**Routing congestion map**

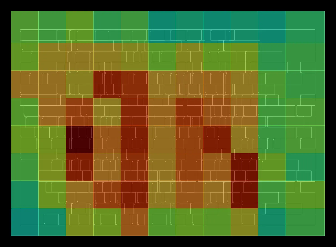
**Signal wires on met2**

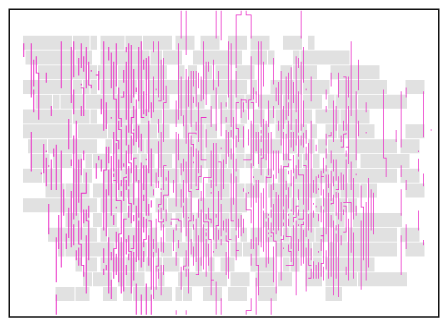
**Port wiring**

Scale bar: 20 microns.
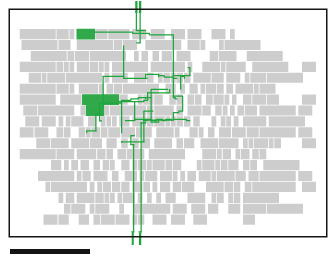
**Signal wires on met1**

Supply wires on this layer in gray.
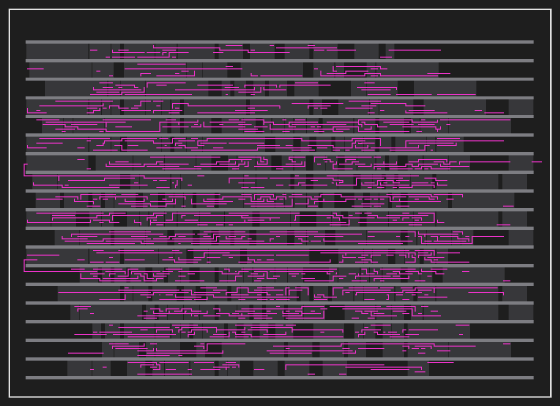
File: src/rtl/bcd_scan_counter.sv
// Multi-digit BCD up/down counter with carry/borrow wrap pulses and a
// time-multiplexed digit scan for a shared seven-segment decoder.
module bcd_scan_counter #(
    parameter int DIGITS   = 4,
    parameter int SCAN_DIV = 1000
) (
    input  logic                clk,
    input  logic                reset_n,
    input  logic                clear,
    input  logic                inc,
    input  logic                dec,
    output logic [4*DIGITS-1:0] count_bcd,
    output logic [3:0]          bcd,
    output logic [DIGITS-1:0]   digit_sel,
    output logic                carry,
    output logic                borrow
);
    localparam int PW = (SCAN_DIV > 1) ? $clog2(SCAN_DIV) : 1;
    localparam int SW = (DIGITS > 1) ? $clog2(DIGITS) : 1;
    localparam logic [PW-1:0] PRESC_LAST = PW'(SCAN_DIV - 1);
    localparam logic [SW-1:0] SCAN_LAST  = SW'(DIGITS - 1);

    logic [DIGITS-1:0][3:0] count_q, count_d;
    logic                   carry_q, carry_d;
    logic                   borrow_q, borrow_d;
    logic [PW-1:0]          presc_q, presc_d;
    logic [SW-1:0]          scan_q, scan_d;
    logic                   all_nine, all_zero, ripple;

    // Decimal ripple: a digit wraps and passes the carry/borrow on only
    // while every lower digit has also wrapped in this same cycle.
    always_comb begin
        count_d  = count_q;
        carry_d  = 1'b0;
        borrow_d = 1'b0;
        all_nine = 1'b1;
        all_zero = 1'b1;
        ripple   = 1'b1;
        for (int i = 0; i < DIGITS; i++) begin
            if (count_q[i] != 4'd9) all_nine = 1'b0;
            if (count_q[i] != 4'd0) all_zero = 1'b0;
        end
        if (clear) begin
            count_d = '0;
        end else if (inc && !dec) begin
            for (int i = 0; i < DIGITS; i++) begin
                if (ripple) begin
                    if (count_q[i] >= 4'd9) begin
                        count_d[i] = 4'd0;
                    end else begin
                        count_d[i] = count_q[i] + 4'd1;
                        ripple     = 1'b0;
                    end
                end
            end
            carry_d = all_nine;
        end else if (dec && !inc) begin
            for (int i = 0; i < DIGITS; i++) begin
                if (ripple) begin
                    if (count_q[i] == 4'd0) begin
                        count_d[i] = 4'd9;
                    end else begin
                        count_d[i] = count_q[i] - 4'd1;
                        ripple     = 1'b0;
                    end
                end
            end
            borrow_d = all_zero;
        end
    end

    always_comb begin
        presc_d = presc_q + PW'(1);
        scan_d  = scan_q;
        if (presc_q == PRESC_LAST) begin
            presc_d = '0;
            scan_d  = (scan_q == SCAN_LAST) ? '0 : scan_q + SW'(1);
        end
    end

    always_ff @(posedge clk or negedge reset_n) begin
        if (!reset_n) begin
            count_q  <= '0;
            carry_q  <= 1'b0;
            borrow_q <= 1'b0;
            presc_q  <= '0;
            scan_q   <= '0;
        end else begin
            count_q  <= count_d;
            carry_q  <= carry_d;
            borrow_q <= borrow_d;
            presc_q  <= presc_d;
            scan_q   <= scan_d;
        end
    end

    // Digit mux is driven straight from registers so a count update shows
    // on bcd in the same cycle it shows on count_bcd.
    always_comb begin
        bcd       = 4'd0;
        digit_sel = '0;
        for (int i = 0; i < DIGITS; i++) begin
            if (scan_q == SW'(i)) begin
                bcd          = count_q[i];
                digit_sel[i] = 1'b1;
            end
        end
    end

    assign count_bcd = count_q;
    assign carry     = carry_q;
    assign borrow    = borrow_q;

endmodule

File: config.mk
export PLATFORM = sky130hd
export DESIGN_NAME = bcd_scan_counter
export DESIGN_NICKNAME = d
export VERILOG_FILES = /design/src/rtl/bcd_scan_counter.sv
export SDC_FILE = /design/constraint.sdc
export NUM_CORES = 1
export LEC_CHECK = 0
export CAP_MARGIN = 20
export CORE_ASPECT_RATIO = 0.7
export CORE_MARGIN = 2
export CORE_UTILIZATION = 60
export CTS_CLUSTER_DIAMETER = 60
export DETAILED_ROUTE_END_ITERATION = 16
export PLACE_DENSITY = 0.95
export SLEW_MARGIN = 10
export SYNTH_ARGS = -nofsm -noshare
export SYNTH_HDL_FRONTEND = slang
export SYNTH_SLANG_ARGS = --single-unit
File: constraint.sdc
create_clock -name clk -period 3.62 [get_ports clk]
set_input_delay 0.724 -clock clk [delete_from_list [all_inputs] [get_ports clk]]
set_output_delay 0.724 -clock clk [all_outputs]
set_load 0.02 [all_outputs]
==> results.tsv <==
stage	metric	value	unit
pwr	top_power_group	combinational logic	
pwr	pg_comb	580	uW
yosys	syn_area	2347	sq um
clocking	numCtsBuffers	5	
final_timing	setup_ws	566.5	ps
worst_setup_path	cp_cell_sequence	inv_1, ha_1, nand3b_1, a21oi_1, a21oi_1, o21ai_0, clkdlybuf4s50_1	
global_routing	grt_pass1_wl	10260	microns
worst_setup_path	r2r_slack	1320	ps
detailed_routing	avgViaCountPerCell	6.449	
yosys	syn_area_per_cell	8.505	sq um
detailed_routing	drt-initial-drc-count	240	
detailed_routing	postRouteAntennaNets	0	
final_timing	timing.fmax	327.5	MHz
floorplan	fp_util	0.6473	
worst_setup_path	worstSetupPathDepth	7	
final_timing	fin_crit	3053	ps
outcome	status	complete, no violations	
layout	fillers	248	
pwr	fin_total_pwr	1402	uW
yosys	yosysSeqAreaShare	0.3198	
pwr	power_clock	344	uW
Back to the opening pictures, 'routing congestion map':
GRT met2 Usage: 0.4310
gr usage total: 0.2966
drt wl/cell: 17.45 microns
Post-Route Utilization: 0.7695

Back to the opening pictures, 'signal wires on met2':
The longest straight run is 21.4 microns. The layer holds 44% of the routed length. The layer carries 2720 microns of wire. 272 nets have wire on it.

Back to the opening pictures, 'port wiring':
Green shows digit_sel, bits 4, direction output, edge 2 bottom, 2 top, end cells 4, buffers 4, wire 282 microns.

Back to the opening pictures, 'signal wires on met1':
The longest straight run is 32.2 microns. The layer holds 42% of the routed length.

==> flip-flops by register name, summed over array words and instances, names as in the netlist <==
name / flops
count_bcd: 16
scan_q: 2
presc_q: 10
carry: 1
borrow: 1
==> cell families after synthesis <==
family,synth area share
buf+inv,0.04904
simple gates,0.2447
mux,0.03518
fa+ha+maj,0.09595
compound gates,0.2255
flops,0.3198
xor+xnor,0.02985
==> cells in the mapped netlist, drive strengths merged, types with 2 or more instances <==
master | number | area [sq um]
ha | 18 | 225.2
xnor2 | 4 | 35.03
nor2b | 5 | 31.28
a31oi | 7 | 43.79
buf | 8 | 38.78
nor4b | 2 | 32.53
dfrtp | 30 | 750.7
nor3b | 5 | 47.54
a21oi | 20 | 100.1
or3b | 2 | 20.02
o21ai | 23 | 130.1
nand4 | 5 | 31.28
o32ai | 2 | 17.52
o311ai | 2 | 25.03
nand2 | 30 | 120.1
nand2b | 4 | 25.02
mux2i | 3 | 30.03
o2bb2ai | 3 | 26.28
o21a | 2 | 15.01
nand3 | 6 | 35.03
nor2 | 31 | 123.9
inv | 17 | 63.81
nand3b | 5 | 37.54
a221oi | 2 | 17.52
clkbuf | 3 | 12.51
o31ai | 3 | 22.52
o221ai | 3 | 26.28
and3 | 2 | 12.51
mux2 | 4 | 52.55
nor3 | 5 | 30.03
xor2 | 4 | 35.03
==> worst reg2reg max path: stages, from the launching register on <==
cell     delay (ps)
dfrtp_1         460
inv_1           170
ha_1            300
nor3b_2         450
nand4_1         200
nand2_1         200
o21ai_4         100
mux2_1          320
==> area by class of cell <==
cell class,instances,area [sq um],area share
clock inverter,3,40.04,0.01435
clock buffer,5,68.82,0.02466
multi-input combinational,218,1481,0.5309
tap,50,62.56,0.02242
inverter,17,63.81,0.02287
timing repair buffer,33,322.8,0.1157
sequential,30,750.7,0.2691
No activity file was given, so power comes from the tool's default toggle rates.
